==> config.mk <==
export PLATFORM = sky130hd
export DESIGN_NAME = nanorv32_prog_loader_flat
export DESIGN_NICKNAME = d
export VERILOG_FILES = /design/src/rtl/nanorv32_prog_loader_pkg.sv /design/src/rtl/nanorv32_prog_loader_if.sv /design/src/rtl/nanorv32_byte_packer.sv /design/src/rtl/nanorv32_prog_loader.sv /design/src/flat_wrapper.sv
export SDC_FILE = /design/constraint.sdc
export NUM_CORES = 1
export LEC_CHECK = 0
export CAP_MARGIN = 30
export CORE_MARGIN = 5
export CORE_UTILIZATION = 45
export CTS_CLUSTER_SIZE = 12
export DETAILED_ROUTE_END_ITERATION = 8
export GPL_ROUTABILITY_DRIVEN = 0
export PLACE_DENSITY = 0.76
export REMOVE_ABC_BUFFERS = 1
export SLEW_MARGIN = 20
export SYNTH_ARGS = -nofsm -noshare
export SYNTH_HDL_FRONTEND = slang
export SYNTH_SLANG_ARGS = --single-unit
export TNS_END_PERCENT = 5
==> constraint.sdc <==
create_clock -name clk -period 1.7 [get_ports clk]
set_clock_uncertainty 0.05 [all_clocks]
set_input_delay 0.255 -clock clk [delete_from_list [all_inputs] [get_ports clk]]
set_output_delay 0.255 -clock clk [all_outputs]
set_load 0.1 [all_outputs]
==> src/rtl/nanorv32_prog_loader_pkg.sv <==
// rtl/nanorv32_prog_loader_pkg.sv - loader state encodings and shared constants
package nanorv32_prog_loader_pkg;

    localparam int LDR_WORD_BYTES = 4;

    typedef enum logic [2:0] {
        NANORV32_LDR_IDLE    = 3'd0,
        NANORV32_LDR_COLLECT = 3'd1,
        NANORV32_LDR_WRITE   = 3'd2,
        NANORV32_LDR_DONE    = 3'd3,
        NANORV32_LDR_ERROR   = 3'd4
    } ldr_state_t;

endpackage

==> src/rtl/nanorv32_prog_loader_if.sv <==
// rtl/nanorv32_prog_loader_if.sv - byte-stream input and code-memory write bus of the loader
interface nanorv32_prog_loader_if #(
    parameter int ROM_ADDRESS_SIZE = 15
);
    logic                        ld_byte_valid;
    logic [7:0]                  ld_byte_data;
    logic                        ld_byte_last;
    logic                        ld_byte_ready;
    logic                        loader_mem_wr;
    logic [ROM_ADDRESS_SIZE-3:0] loader_mem_addr;
    logic [31:0]                 loader_mem_wdata;
    logic                        mem_loader_ready;

    // master: byte source plus code memory; slave: the loader itself
    modport master (
        output ld_byte_valid, ld_byte_data, ld_byte_last, mem_loader_ready,
        input  ld_byte_ready, loader_mem_wr, loader_mem_addr, loader_mem_wdata
    );

    modport slave (
        input  ld_byte_valid, ld_byte_data, ld_byte_last, mem_loader_ready,
        output ld_byte_ready, loader_mem_wr, loader_mem_addr, loader_mem_wdata
    );
endinterface

==> src/rtl/nanorv32_byte_packer.sv <==
// rtl/nanorv32_byte_packer.sv - little-endian byte-to-word packer with zero-pad on clear
module nanorv32_byte_packer (
    input  logic        clk,
    input  logic        rst_n,
    input  logic        clear,
    input  logic        byte_en,
    input  logic [7:0]  byte_data,
    output logic [1:0]  idx,
    output logic [31:0] word
);
    logic [1:0]  idx_q;
    logic [31:0] word_q;

    // Clearing to zero is what pads a short final word.
    always_ff @(posedge clk or negedge rst_n) begin
        if (!rst_n) begin
            idx_q  <= 2'd0;
            word_q <= 32'h0;
        end else if (clear) begin
            idx_q  <= 2'd0;
            word_q <= 32'h0;
        end else if (byte_en) begin
            word_q[{idx_q, 3'b000} +: 8] <= byte_data;
            idx_q                        <= idx_q + 2'd1;
        end
    end

    assign idx  = idx_q;
    assign word = word_q;
endmodule

==> src/rtl/nanorv32_prog_loader.sv <==
// rtl/nanorv32_prog_loader.sv - byte-stream code-memory loader holding the CPU in reset
// Optional image checksum check: NANORV32_LOADER_CHECKSUM_EN
module nanorv32_prog_loader
    import nanorv32_prog_loader_pkg::*;
#(
    parameter int ROM_ADDRESS_SIZE = 15
) (
    input  logic                   clk,
    input  logic                   rst_n,
    input  logic                   ld_start,
`ifdef NANORV32_LOADER_CHECKSUM_EN
    input  logic [31:0]            ld_expected_sum,
`endif
    nanorv32_prog_loader_if.slave  bus,
    output logic                   cpu_rst_n,
    output logic                   ld_done,
    output logic                   ld_error
);
    localparam int AW = ROM_ADDRESS_SIZE - 2;
    localparam int CW = ROM_ADDRESS_SIZE - 1;
    localparam logic [CW-1:0] DEPTH = CW'(2 ** AW);

    ldr_state_t    state_q, state_d;
    logic [CW-1:0] word_cnt_q;
    logic          last_q;
    logic          start_go, byte_fire, word_end, mem_fire, pk_clear, sum_ok;
    logic [1:0]    pk_idx;
    logic [31:0]   pk_word;

    nanorv32_byte_packer u_packer (
        .clk       (clk),
        .rst_n     (rst_n),
        .clear     (pk_clear),
        .byte_en   (byte_fire),
        .byte_data (bus.ld_byte_data),
        .idx       (pk_idx),
        .word      (pk_word)
    );

    always_comb begin
        state_d   = state_q;
        start_go  = 1'b0;
        byte_fire = 1'b0;
        word_end  = 1'b0;
        mem_fire  = 1'b0;
        pk_clear  = 1'b0;
        case (state_q)
            NANORV32_LDR_IDLE, NANORV32_LDR_DONE, NANORV32_LDR_ERROR: begin
                if (ld_start) begin
                    start_go = 1'b1;
                    pk_clear = 1'b1;
                    state_d  = NANORV32_LDR_COLLECT;
                end
            end
            NANORV32_LDR_COLLECT: begin
                byte_fire = bus.ld_byte_valid;
                word_end  = byte_fire && (pk_idx == 2'd3 || bus.ld_byte_last);
                // A word completing with the memory already full is an overflow, never written.
                if (word_end)
                    state_d = (word_cnt_q == DEPTH) ? NANORV32_LDR_ERROR : NANORV32_LDR_WRITE;
            end
            NANORV32_LDR_WRITE: begin
                mem_fire = bus.mem_loader_ready;
                if (mem_fire) begin
                    pk_clear = 1'b1;
                    if (!last_q)
                        state_d = NANORV32_LDR_COLLECT;
                    else
                        state_d = sum_ok ? NANORV32_LDR_DONE : NANORV32_LDR_ERROR;
                end
            end
            default: state_d = NANORV32_LDR_IDLE;
        endcase
    end

    always_ff @(posedge clk or negedge rst_n) begin
        if (!rst_n) begin
            state_q    <= NANORV32_LDR_IDLE;
            word_cnt_q <= '0;
            last_q     <= 1'b0;
            cpu_rst_n  <= 1'b0;
            ld_done    <= 1'b0;
            ld_error   <= 1'b0;
        end else begin
            state_q <= state_d;
            if (start_go) begin
                word_cnt_q <= '0;
                last_q     <= 1'b0;
            end else begin
                if (mem_fire)
                    word_cnt_q <= word_cnt_q + CW'(1);
                if (word_end)
                    last_q <= bus.ld_byte_last;
            end
            // Status flags follow the next state so they are valid in the first cycle of DONE/ERROR.
            cpu_rst_n <= (state_d == NANORV32_LDR_DONE);
            ld_done   <= (state_d == NANORV32_LDR_DONE);
            ld_error  <= (state_d == NANORV32_LDR_ERROR);
        end
    end

`ifdef NANORV32_LOADER_CHECKSUM_EN
    logic [31:0] sum_q, expected_q;

    always_ff @(posedge clk or negedge rst_n) begin
        if (!rst_n) begin
            sum_q      <= 32'h0;
            expected_q <= 32'h0;
        end else if (start_go) begin
            sum_q      <= 32'h0;
            expected_q <= ld_expected_sum;
        end else if (mem_fire) begin
            sum_q <= sum_q + pk_word;
        end
    end

    assign sum_ok = ((sum_q + pk_word) == expected_q);
`else
    assign sum_ok = 1'b1;
`endif

    assign bus.ld_byte_ready    = (state_q == NANORV32_LDR_COLLECT);
    assign bus.loader_mem_wr    = (state_q == NANORV32_LDR_WRITE);
    assign bus.loader_mem_addr  = word_cnt_q[AW-1:0];
    assign bus.loader_mem_wdata = pk_word;
endmodule

==> src/flat_wrapper.sv <==
// flat-port wrapper written by rule: the top's interface ports become plain ports
module nanorv32_prog_loader_flat import nanorv32_prog_loader_pkg::*;
#(
    parameter int ROM_ADDRESS_SIZE = 15
)
  (clk, rst_n, ld_start, cpu_rst_n, ld_done, ld_error, bus_ld_byte_valid, bus_ld_byte_data, bus_ld_byte_last, bus_mem_loader_ready, bus_ld_byte_ready, bus_loader_mem_wr, bus_loader_mem_addr, bus_loader_mem_wdata);
  nanorv32_prog_loader_if #(.ROM_ADDRESS_SIZE(ROM_ADDRESS_SIZE)) bus_i ();
  input  logic clk;
  input  logic rst_n;
  input  logic ld_start;
  output logic cpu_rst_n;
  output logic ld_done;
  output logic ld_error;
  input wire logic [$bits(bus_i.ld_byte_valid)-1:0] bus_ld_byte_valid;
  input wire logic [$bits(bus_i.ld_byte_data)-1:0] bus_ld_byte_data;
  input wire logic [$bits(bus_i.ld_byte_last)-1:0] bus_ld_byte_last;
  input wire logic [$bits(bus_i.mem_loader_ready)-1:0] bus_mem_loader_ready;
  output wire logic [$bits(bus_i.ld_byte_ready)-1:0] bus_ld_byte_ready;
  output wire logic [$bits(bus_i.loader_mem_wr)-1:0] bus_loader_mem_wr;
  output wire logic [$bits(bus_i.loader_mem_addr)-1:0] bus_loader_mem_addr;
  output wire logic [$bits(bus_i.loader_mem_wdata)-1:0] bus_loader_mem_wdata;
  assign bus_i.ld_byte_valid = bus_ld_byte_valid;
  assign bus_i.ld_byte_data = bus_ld_byte_data;
  assign bus_i.ld_byte_last = bus_ld_byte_last;
  assign bus_i.mem_loader_ready = bus_mem_loader_ready;
  assign bus_ld_byte_ready = bus_i.ld_byte_ready;
  assign bus_loader_mem_wr = bus_i.loader_mem_wr;
  assign bus_loader_mem_addr = bus_i.loader_mem_addr;
  assign bus_loader_mem_wdata = bus_i.loader_mem_wdata;
  nanorv32_prog_loader #(.ROM_ADDRESS_SIZE(ROM_ADDRESS_SIZE)) u_core (.clk(clk), .rst_n(rst_n), .ld_start(ld_start), .bus(bus_i), .cpu_rst_n(cpu_rst_n), .ld_done(ld_done), .ld_error(ld_error));
endmodule
Figure 1. Clock wiring as the flow saved it (run 1).
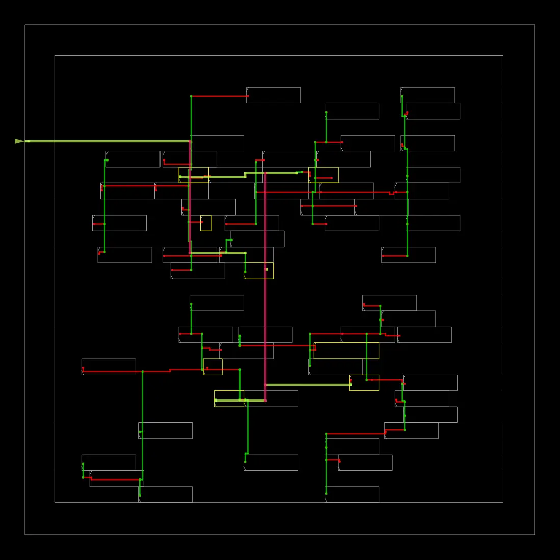
clk_lat worst skew: 0.31 ns
clock group power: 0.000862 W
clk sinks: 54
CTS buffer count: 5

Figure 2. Floorplan with the power grid (run 1).
Pins as bars on the die edge. Tap cells in gray.
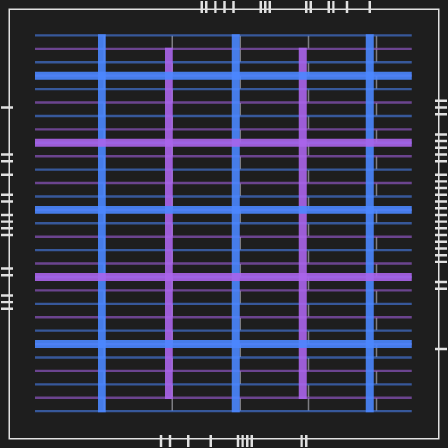
VSS: in blue. VDD: in purple.
29 met1 rails follow the rows. 5 straps on met4. 75 tap cells. 64 signal pins sit on the boundary.

Figure 3. Gate families picked out (run 1).
Bar = 20 um.
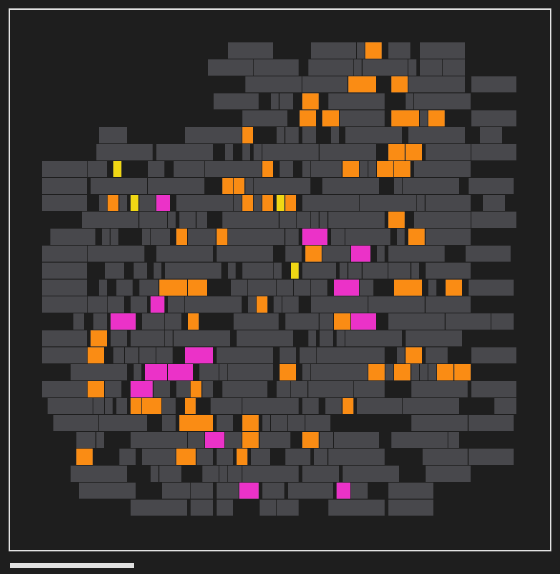
inverting AOI/OAI gates: in orange, cells 54. inverters: in yellow, cells 4. AND and OR gates: in magenta, cells 14.

[run 1: registers in the layout, indices dropped and copies added, names as in the netlist]
signal,cells
u_core.u_packer.idx,2
u_core.u_packer.word,32
u_core.word_cnt_q,14
u_core.ld_error,1
u_core.state_q,3
u_core.cpu_rst_n,1
u_core.last_q,1
[run 1: path summary, 6_finish.rpt]
path / start / slack [ns] / endpoint
setup / recovery: u_core.state_q[2]$_DFF_PN0_ / -0.04 / u_core.word_cnt_q[11]$_DFFE_PN0P_
hold / removal: rst_n / 0.43 / u_core.u_packer.word[12]$_DFFE_PN0P_
setup reg to reg: u_core.state_q[2]$_DFF_PN0_ / -0.04 / u_core.word_cnt_q[11]$_DFFE_PN0P_
hold reg to reg: u_core.word_cnt_q[13]$_DFFE_PN0P_ / 0.51 / u_core.word_cnt_q[13]$_DFFE_PN0P_
max in group asynchronous: rst_n / 0.92 / u_core.u_packer.word[24]$_DFFE_PN0P_
min in group clk: u_core.word_cnt_q[13]$_DFFE_PN0P_ / 0.51 / u_core.word_cnt_q[13]$_DFFE_PN0P_
[run 1: per-layer routing]
metal  GRT usage  up-vias
li1            -     1090
met1      0.2425     1144
met3     0.05038       10
met2      0.3428       77
met5           0        -
met4     0.05099        0
[run 1: stage by stage]
stage,instances,util,worst slack [ns],cell area (um2),hold slack [ns]
6_report,420,0.7343,-0.04337,4270,0.4284
5_1_grt,420,0.7343,-0.09181,4270,0.4599
4_1_cts,420,0.7201,0.003638,4188,0.4404
3_5_place_dp,410,0.6921,-0.3047,4025,0.2244
3_3_place_gp,410,0.6921,-0.1958,4025,0.2183
2_1_floorplan,235,-,-0.9739,2477,-0.09059
==> changes_impl.md, run 1 <==
## Implementation

- Wire per inst: 17.16 um
- # rows: 28
- Clk pwr share: 0.156
- Worst-path fanout max: 4
- Most frequent cells in the layout: 54 x dfrtp_1, 53 x buf_12, 37 x nor2_1
- Fin worst setup slack: -0.04337 ns
- Critical Path Stages: 5
- Post-CTS Setup Repair Bufs: 1
- Tightest Pin Transition: about 0.35 ns
- GRT overflow: 0
- Clkbuf count: 5
- Final setup vio count: 2
- Max H-tree Level: 2
- Non-clk invs: 4
- Synth top area share: 0.5097
- CP endpoint kind: register
- First-pass DRT Iterations: 4
- Port Buffers: 63
- Post-route antenna net violation count: 0
- Setup TNS: -0.05426 ns
- Nets: 365
- Clock-pin slew on the worst setup and hold paths: around 0.10 ns
- Clock-cell share of area: 0.02637
- Die width: around 87 um
- Slowest CP cell: or4b_1
- Sequential Power Share: 0.292
- Dominant flop cell: dfrtp_1
- Ys async rst share: 1.000
- Status: finished with violations
- Max-cap violations: 0
- Hold WC Path Type: in -> async
- Pwr dens: 1290 nW/um2
- Post-route DRC: 0
- Initial antenna violation count: 0
- Chip height: between 80 and 90 um
- Met3 wire length: about 370 um
- Overall power: 0.005509 W
- Synth top cell by count: dfrtp_1
- DR top layer: met4
- Warnings from Yosys: 0
- Flop share of the area: 0.3164
- Comb/total area: 0.2883
- Leak: 1.869 nW
- Critical Path Max Stage Delay: approximately 0.51 ns
- Crit path buf inv count: 1
- Flop count: 54
- Tapcells: 75
- Basic Gates by Area: 0.2180
- Non-clk bufs: 102
- Failing checks: negative setup slack
## Run 2: what changed since run 1
--- a/config.mk
+++ b/config.mk
@@ -8,6 +8,7 @@
 export CAP_MARGIN = 30
 export CORE_MARGIN = 5
 export CORE_UTILIZATION = 45
+export CTS_CLUSTER_DIAMETER = 150
 export CTS_CLUSTER_SIZE = 12
 export DETAILED_ROUTE_END_ITERATION = 8
 export GPL_ROUTABILITY_DRIVEN = 0
==> changes_impl.md, run 2 <==
## Implementation

- Status: finished with violations (unchanged)
- Failing checks: negative setup slack (unchanged)
- Final setup vio count: 2 (unchanged)
- Clk sinks: 54 (unchanged)
- Worst-path fanout max: 4 (unchanged)
- Nets: 365 (unchanged)
- Max H-tree Level: 2 (unchanged)
- Clk pwr share: 0.156 (about the same)
- Reg2Reg Setup Slack: -0.04 ns (about the same)
- Setup TNS: -0.05426 ns (unchanged)
- Post-route antenna net violation count: 0 (unchanged)
- GRT overflow: 0 (unchanged)
- Max-cap violations: 0 (unchanged)
- Die width: 86.76 um (unchanged)
- Tightest Pin Transition: 0.3454 ns (unchanged)
- First-pass DRT Iterations: 4 (unchanged)
- CP endpoint kind: register (unchanged)
- Synth top cell by count: dfrtp_1 (unchanged)
- Dominant flop cell: dfrtp_1 (unchanged)
- Warnings from Yosys: 0 (unchanged)
- Clk_lat worst skew: 0.31 ns (about the same)
- Slowest CP cell: or4b_1 (unchanged)
- Hold WC Path Type: in -> async (unchanged)
- Wire per inst: 17.16 um (unchanged)
- Sequential Power Share: 0.292 (about the same)
- Leak: 1.869 nW (unchanged)
- Synth top area share: 0.5097 (unchanged)
- Fin worst setup slack: -0.04337 ns (unchanged)
- Basic Gates by Area: 0.2180 (unchanged)
- Post-route DRC: 0 (unchanged)
- Final Non-Filler Cells: 420 (unchanged)
- Overall power: 0.005509 W (unchanged)
==> run 2: cell counts after synthesis <==
Identical to the previous run, type by type.
==> run 2: layout make-up <==
class                   count  area (um2)
multi-input cells         177        1231
clock inverters             3       43.79
inverters                   4       15.01
fillers                   375        1545
well taps                  75       93.84
clock buffers               5       68.82
repair buffers            102        1466
flip-flops and latches     54        1351
==> run 2: power groups by stage <==
stage / clock, W / combinational [W] / sequential, W
final: 0.000862 / 0.00304 / 0.00161
after global routing: 0.000933 / 0.00318 / 0.00163
after CTS: 0.000883 / 0.00297 / 0.00160
after detailed placement: 0 / 0.00290 / 0.00163
after global placement: 0 / 0.00283 / 0.00161
after floorplan: 0 / 0.000747 / 0.00247
==> run 2: final timing paths <==
| check | end | from | cells after the start |
|---|---|---|---|
| setup / recovery | u_core.word_cnt_q[11]$_DFFE_PN0P_ | u_core.state_q[2]$_DFF_PN0_ | 5 |
| hold / removal | u_core.u_packer.word[12]$_DFFE_PN0P_ | rst_n | 3 |
| setup reg to reg | u_core.word_cnt_q[11]$_DFFE_PN0P_ | u_core.state_q[2]$_DFF_PN0_ | 5 |
| hold reg to reg | u_core.word_cnt_q[13]$_DFFE_PN0P_ | u_core.word_cnt_q[13]$_DFFE_PN0P_ | 2 |
| max in group asynchronous | u_core.u_packer.word[24]$_DFFE_PN0P_ | rst_n | 3 |
| min in group clk | u_core.word_cnt_q[13]$_DFFE_PN0P_ | u_core.word_cnt_q[13]$_DFFE_PN0P_ | 2 |
==> run 2: routing by layer <==
metal / vias to the layer above / GRT usage / routed length [um]
met5: - / 0 / 0
met4: 0 / 0.05099 / 100
met3: 10 / 0.05038 / 369
met2: 77 / 0.3428 / 3780
met1: 1144 / 0.2425 / 2956
li1: 1090 / - / -
Figure 4. Clock distribution (run 2).
Bar = 20 um.
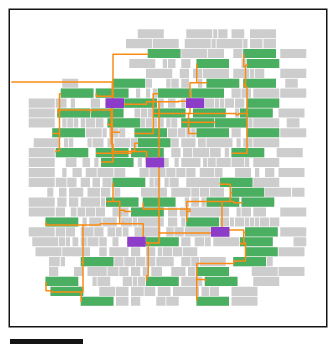
clock drivers: in purple, count 5. clock wires: in orange, length 564 um. flip-flops: in green, count 54.
There are 6 routed clock nets.

Power and IR drop assume default switching activity.
